[src/rtl/fifo_arb_pkg.sv]
// Purpose: shared FSM state encoding and index-width helper for the FIFO write arbiter.
// Latency: n/a (types and constant functions only).
// Backpressure: n/a.
package fifo_arb_pkg;

    typedef enum logic {
        IDLE  = 1'b0,
        BURST = 1'b1
    } arb_state_t;

    // Bits needed to index n items; never less than 1 so a 1-bit port stays legal.
    function automatic int idx_width(input int n);
        int w;
        w = 1;
        while ((1 << w) < n) w++;
        return w;
    endfunction

endpackage

[src/rtl/rr_priority_pick.sv]
// Purpose: round-robin picker; one-hot select of the first req at or after pointer, wrapping.
// Latency: combinational, 0 cycles.
// Backpressure: none; caller gates the select with its own stall conditions.
// Ports: req (request vector), pointer (start index), sel (one-hot pick, zero when no req).
module rr_priority_pick
    import fifo_arb_pkg::*;
#(
    parameter int NUM_REQ = 4,
    parameter int PW      = idx_width(NUM_REQ)
) (
    input  logic [NUM_REQ-1:0] req,
    input  logic [PW-1:0]      pointer,
    output logic [NUM_REQ-1:0] sel
);

    logic [PW-1:0] idx;
    logic          found;

    always_comb begin
        sel   = '0;
        found = 1'b0;
        idx   = '0;
        for (int k = 0; k < NUM_REQ; k++) begin
            // Walk from pointer upwards; modulo handles non-power-of-two NUM_REQ.
            idx = PW'((int'(pointer) + k) % NUM_REQ);
            if (!found && req[idx]) begin
                sel[idx] = 1'b1;
                found    = 1'b1;
            end
        end
    end

endmodule

[src/rtl/fifo_wr_arbiter.sv]
// Purpose: arbitrates NUM_REQ requesters onto one FIFO write port with bursts of up to MAX_BURST beats.
// Latency: 0 cycles; gnt, fifo_wr_en and fifo_data_in are combinational from req/fifo_full.
// Backpressure: fifo_full blocks every grant and freezes state, pointer and beat count.
// Ports: clk/reset (sync, active-high); req/req_data/req_last per requester; gnt one-hot accept;
//        fifo_full/fifo_wr_en/fifo_data_in FIFO side; owner, busy, timeout_err status.
// Optional feature: define FIFO_ARB_TIMEOUT_EN to abort a burst whose owner idles for TIMEOUT cycles.
module fifo_wr_arbiter
    import fifo_arb_pkg::*;
#(
    parameter int WIDTH     = 8,
    parameter int NUM_REQ   = 4,
    parameter int MAX_BURST = 4,
    parameter int TIMEOUT   = 8
) (
    input  logic                         clk,
    input  logic                         reset,
    input  logic [NUM_REQ-1:0]           req,
    input  logic [NUM_REQ*WIDTH-1:0]     req_data,
    input  logic [NUM_REQ-1:0]           req_last,
    output logic [NUM_REQ-1:0]           gnt,
    input  logic                         fifo_full,
    output logic                         fifo_wr_en,
    output logic [WIDTH-1:0]             fifo_data_in,
    output logic [idx_width(NUM_REQ)-1:0] owner,
    output logic                         busy,
    output logic                         timeout_err
);

    localparam int IW = idx_width(NUM_REQ);
    localparam int CW = idx_width(MAX_BURST + 1);
    localparam logic [CW-1:0] BURST_LEN = CW'(MAX_BURST);
    localparam logic [IW-1:0] LAST_IDX  = IW'(NUM_REQ - 1);

    arb_state_t         state;
    logic [IW-1:0]      ptr;
    logic [CW-1:0]      beat_cnt;
    logic [NUM_REQ-1:0] rr_sel;
    logic [NUM_REQ-1:0] pick;
    logic [IW-1:0]      gnt_idx;
    logic               gnt_last;

    function automatic logic [IW-1:0] next_idx(input logic [IW-1:0] i);
        return (i == LAST_IDX) ? '0 : i + 1'b1;
    endfunction

    rr_priority_pick #(
        .NUM_REQ (NUM_REQ),
        .PW      (IW)
    ) u_pick (
        .req     (req),
        .pointer (ptr),
        .sel     (rr_sel)
    );

    // During a burst only the locked owner is eligible; reset also suppresses grants.
    always_comb begin
        pick = (state == BURST) ? (NUM_REQ'(1) << owner) : rr_sel;
        gnt  = (reset || fifo_full) ? '0 : (pick & req);
    end

    // gnt is one-hot, so the last match is the only match; data stays 0 without a grant.
    always_comb begin
        gnt_idx      = '0;
        fifo_data_in = '0;
        for (int i = 0; i < NUM_REQ; i++) begin
            if (gnt[i]) begin
                gnt_idx      = IW'(i);
                fifo_data_in = req_data[i*WIDTH +: WIDTH];
            end
        end
    end

    assign fifo_wr_en = |gnt;
    assign gnt_last   = |(gnt & req_last);
    assign busy       = (state == BURST);

`ifdef FIFO_ARB_TIMEOUT_EN
    localparam int TW = idx_width(TIMEOUT + 1);
    localparam logic [TW-1:0] TO_LIMIT = TW'(TIMEOUT);
    logic [TW-1:0] to_cnt;
`else
    logic unused_timeout;
    assign unused_timeout = (TIMEOUT > 0);
    assign timeout_err    = 1'b0;
`endif

    always_ff @(posedge clk) begin
        if (reset) begin
            state    <= IDLE;
            ptr      <= '0;
            beat_cnt <= '0;
            owner    <= '0;
`ifdef FIFO_ARB_TIMEOUT_EN
            to_cnt      <= '0;
            timeout_err <= 1'b0;
`endif
        end else begin
`ifdef FIFO_ARB_TIMEOUT_EN
            timeout_err <= 1'b0;
`endif
            case (state)
                IDLE: begin
                    if (fifo_wr_en) begin
                        owner <= gnt_idx;
                        if (!gnt_last && MAX_BURST > 1) begin
                            state    <= BURST;
                            beat_cnt <= CW'(1);
                        end else begin
                            ptr <= next_idx(gnt_idx);
                        end
                    end
                end
                BURST: begin
                    if (fifo_wr_en) begin
                        if (gnt_last || (beat_cnt + 1'b1) == BURST_LEN) begin
                            state    <= IDLE;
                            ptr      <= next_idx(owner);
                            beat_cnt <= '0;
                        end else begin
                            beat_cnt <= beat_cnt + 1'b1;
                        end
`ifdef FIFO_ARB_TIMEOUT_EN
                        to_cnt <= '0;
                    end else if (!fifo_full && !req[owner]) begin
                        // Owner idle while the FIFO could accept: count toward abort.
                        if ((to_cnt + 1'b1) == TO_LIMIT) begin
                            state       <= IDLE;
                            ptr         <= next_idx(owner);
                            beat_cnt    <= '0;
                            to_cnt      <= '0;
                            timeout_err <= 1'b1;
                        end else begin
                            to_cnt <= to_cnt + 1'b1;
                        end
`endif
                    end
                end
                default: state <= IDLE;
            endcase
        end
    end

endmodule

[config.mk]
export PLATFORM = sky130hd
export DESIGN_NAME = fifo_wr_arbiter
export DESIGN_NICKNAME = d
export VERILOG_FILES = /design/src/rtl/fifo_arb_pkg.sv /design/src/rtl/rr_priority_pick.sv /design/src/rtl/fifo_wr_arbiter.sv
export SDC_FILE = /design/constraint.sdc
export NUM_CORES = 1
export LEC_CHECK = 0
export ABC_AREA = 1
export CAP_MARGIN = 20
export CORE_MARGIN = 2
export CORE_UTILIZATION = 55
export DETAILED_ROUTE_END_ITERATION = 6
export DONT_BUFFER_PORTS = 1
export PLACE_DENSITY_LB_ADDON = 0.3
export SYNTH_ARGS = -nofsm -noshare
export SYNTH_HDL_FRONTEND = slang
export SYNTH_SLANG_ARGS = --single-unit
[constraint.sdc]
create_clock -name clk -period 3.2 [get_ports clk]
set_clock_uncertainty 0.15 [all_clocks]
set_input_delay 0.64 -clock clk [delete_from_list [all_inputs] [get_ports clk]]
set_output_delay 0.64 -clock clk [all_outputs]
set_load 0.01 [all_outputs]
run_1/metal_stack.png
Drawn at 10 px/µm.
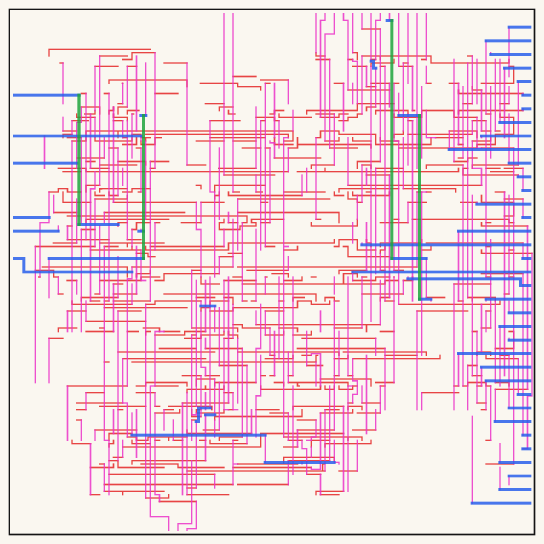
[magenta] met2 | wire length: 1820 µm
[red] met1 | wire length: 1480 µm
[green] met4 | wire length: 69.4 µm
[blue] met3 | wire length: 239 µm

run_1/final_clocks.png
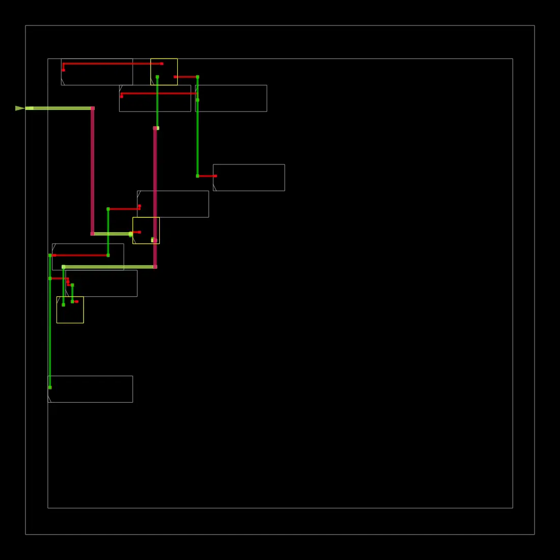
clock buffers: 3
clk pwr: 78.0 µW

==> run_results.csv, run 1 <==
group,metric,value,unit
synthesis,edf_count,0,
layout,lay_top_cells,"58 x sky130_fd_sc_hd__nand2_1, 21 x sky130_fd_sc_hd__nand3_1, 19 x sky130_fd_sc_hd__nor2_1, 18 x sky130_fd_sc_hd__inv_1, 12 x sky130_fd_sc_hd__ha_1",
setup_path,crit_path_start_kind,"flip-flop",
die,core_area,2212,µm²
power_and_ir_drop,p_sw_share,42.77,%
timing,fin_setup_tns,0,ns
setup_path,worst-r2r-setup-slack,0.70,ns
setup_path,crit_path_end,"fifo_data_in[6]",
layout,finish.instance_area,1516,µm²
power_and_ir_drop,power-top-group,"combinational cells",
setup_path,critical_path_arrival,2.27,ns
min_path,holdCritStartpoint,"reset",
synthesis,postSynthAreaPerCell,6.016,µm²
layout,syn_to_final_growth,17.78,%
layout,post_route_cells_drive_above_1_share,28.05,%
layout,final_layout_top_logic_cell,"sky130_fd_sc_hd__nand2_1",
timing,hold_viol_final,0,
layout,multi_input_comb_area,1134,µm²
synthesis,synthDominantCellAreaShare,17.20,%
outcome,run_status,"finished, final reports clean",
setup_path,reg2reg_depth,16,
setup_path,critical_path_peak_fanout,8,
run_1/registers.png
Drawn at 10 px/µm. Other sequential cells in the stronger grey, the rest of the logic in the fainter grey.
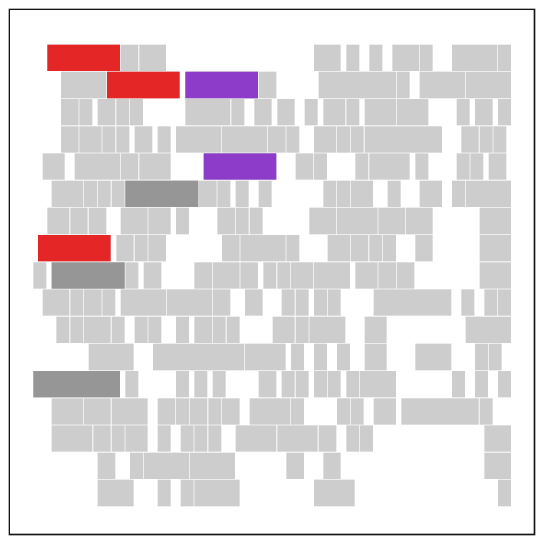
[purple] `owner` | sequential cells: 2
[red] `beat_cnt` | sequential cells: 3
flip-flop and latch power: 121 µW
end-of-flow core utilization: 68.55%
fraction of area in registers: 10.81%
Reg area: 163.9 µm²

run 1: stage by stage:
| stage | instances | setup WS (ns) |
|---|---|---|
| global placement | 244 | 0.1890 |
| detailed placement | 244 | 0.1367 |
| CTS | 247 | 0.04668 |
| floorplan | 214 | 0.2327 |
| global route | 249 | -0.01327 |
| finish | 249 | 0.1436 |
run 1: layer usage:
| layer | global-route usage, % | up-vias | part of all wire [%] | wire [µm] |
|---|---|---|---|---|
| met1 | 31.30 | 625 | 41 | 1483 |
| met4 | 8.974 | 0 | 1.9 | 69 |
| met3 | 3.714 | 9 | 6.6 | 239 |
| li1 | - | 707 | - | - |
| met5 | 0 | - | 0 | 0 |
| met2 | 49.17 | 64 | 50 | 1820 |
run 1: flip-flops by register name (all words and copies together), names as in the netlist:
register  flops
beat_cnt      3
busy          1
owner         2
ptr           2
--- run 2 (diff from run 1) ---
Settings changed: SKIP_LAST_GASP set to 1.
run_2/pdn.png
Drawn at 8 px/µm. Pins as bars on the die edge. Tap cells in grey.
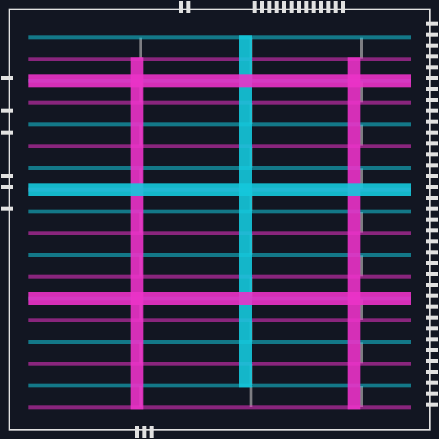
[magenta] VSS
[cyan] VDD
met4 straps: 3
rows: 17
signal pins: 60
met5 straps: 3
tap cells: 28

run_2/density.png
Drawn at 8 px/µm. 10 x 10 tiles, from white (low) to dark blue (high), 0 to 100% covered.
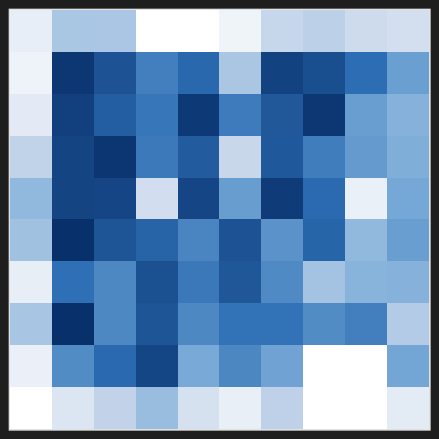
fullest tile: 100%
tiles over 75% full: 31%
mean over tiles: 54%
emptiest ninth of the die: lower right
Placeable Area: 2212 µm²
end-of-flow core utilization: 68.38%

run_2/metal_stack.png
Drawn at 10 px/µm.
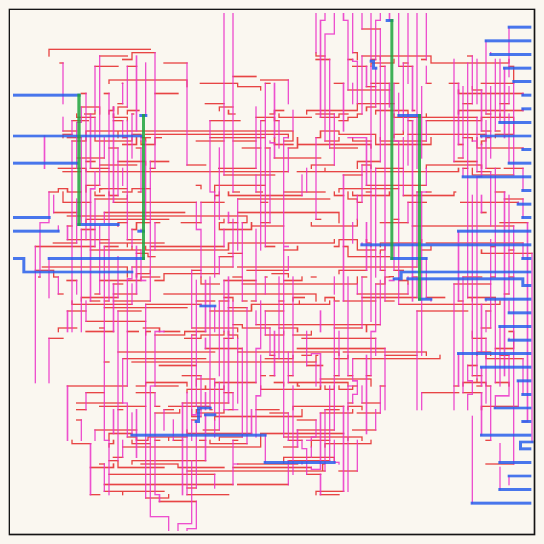
[magenta] met2 | wire length: 1820 µm
[green] met4 | wire length: 69.4 µm
[blue] met3 | wire length: 232 µm
[red] met1 | wire length: 1450 µm

==> run_results.csv, run 2 <==
group,metric,value,unit
setup_path,rr_startpoint,"ptr[1]$_SDFFE_PP0P_",
layout,sequential_cell_area,163.9,µm²
outcome,run_status,"finished, final reports clean",
global_route,use_met1,31.30,%
layout,layout_top_registers,"beat_cnt: 3 flops, owner: 2 flops, ptr: 2 flops",
layout,syn_to_final_growth,17.49,%
layout,seq_share,10.84,%
routing,wl_met2,1.821,mm
global_route,gr-usage-met3,3.714,%
min_path,holdCritStartpoint,"reset",
synthesis,postSynthAreaPerCell,6.016,µm²
layout,post_route_cells_drive_above_1_share,27.60,%
placement,place.detailed.instances,244,
setup_path,critical_path_class,"reg2out",
power_and_ir_drop,power.clock.total,78.0,µW
setup_path,crit_path_end,"fifo_data_in[3]",
synthesis,postSynth.topFlopCell,"sky130_fd_sc_hd__dfxtp_1",
layout,max_flop_register,"beat_cnt",
layout,lay_top_cells,"58 x sky130_fd_sc_hd__nand2_1, 21 x sky130_fd_sc_hd__nand3_1, 19 x sky130_fd_sc_hd__nor2_1, 18 x sky130_fd_sc_hd__inv_1, 12 x sky130_fd_sc_hd__ha_1",
setup_path,worst-r2r-setup-slack,0.70,ns
power_and_ir_drop,pwr.group.sequential,121,µW
die,io-pin-count,60,
global_route,globalRouteMet2Util,49.17,%
routing,highest-signal-layer,"met4",
synthesis,synthDominantCellAreaShare,17.20,%
power_and_ir_drop,power-top-group,"combinational cells",
layout,largest_register_ff_count,3,
setup_path,critical_path_peak_fanout,8,
layout,clock_buffer_count,3,
synthesis,edf_count,0,
global_route,grt.busiest_layer,"met2",
[run 2: cell types whose count changed in the layout (fill, tap and decap cells not counted)]
cell and change:
sky130_fd_sc_hd__a21oi_1 +1, sky130_fd_sc_hd__a21oi_2 -1
[run 2: per-stage QoR]
step | worst slack, ns | power [mW] | util, %
after floorplan | 0.2327 | 0.2465 | -
after global placement | 0.1890 | 0.2715 | 60.52
after detailed placement | 0.1367 | 0.2744 | 60.52
after CTS | 0.04668 | 0.3637 | 65.84
after global routing | -0.02622 | 0.3931 | 68.38
final | 0.1403 | 0.3680 | 68.38
[run 2: cells by family after synthesis]
group	share of synthesized area (%)
xor+xnor	0.6804
simple gates	50.24
other cells	0.2913
compound gates	14.09
fa+ha+maj	12.63
flops	12.44
buf+inv	9.622
No activity file was given, so power comes from the tool's default toggle rates.
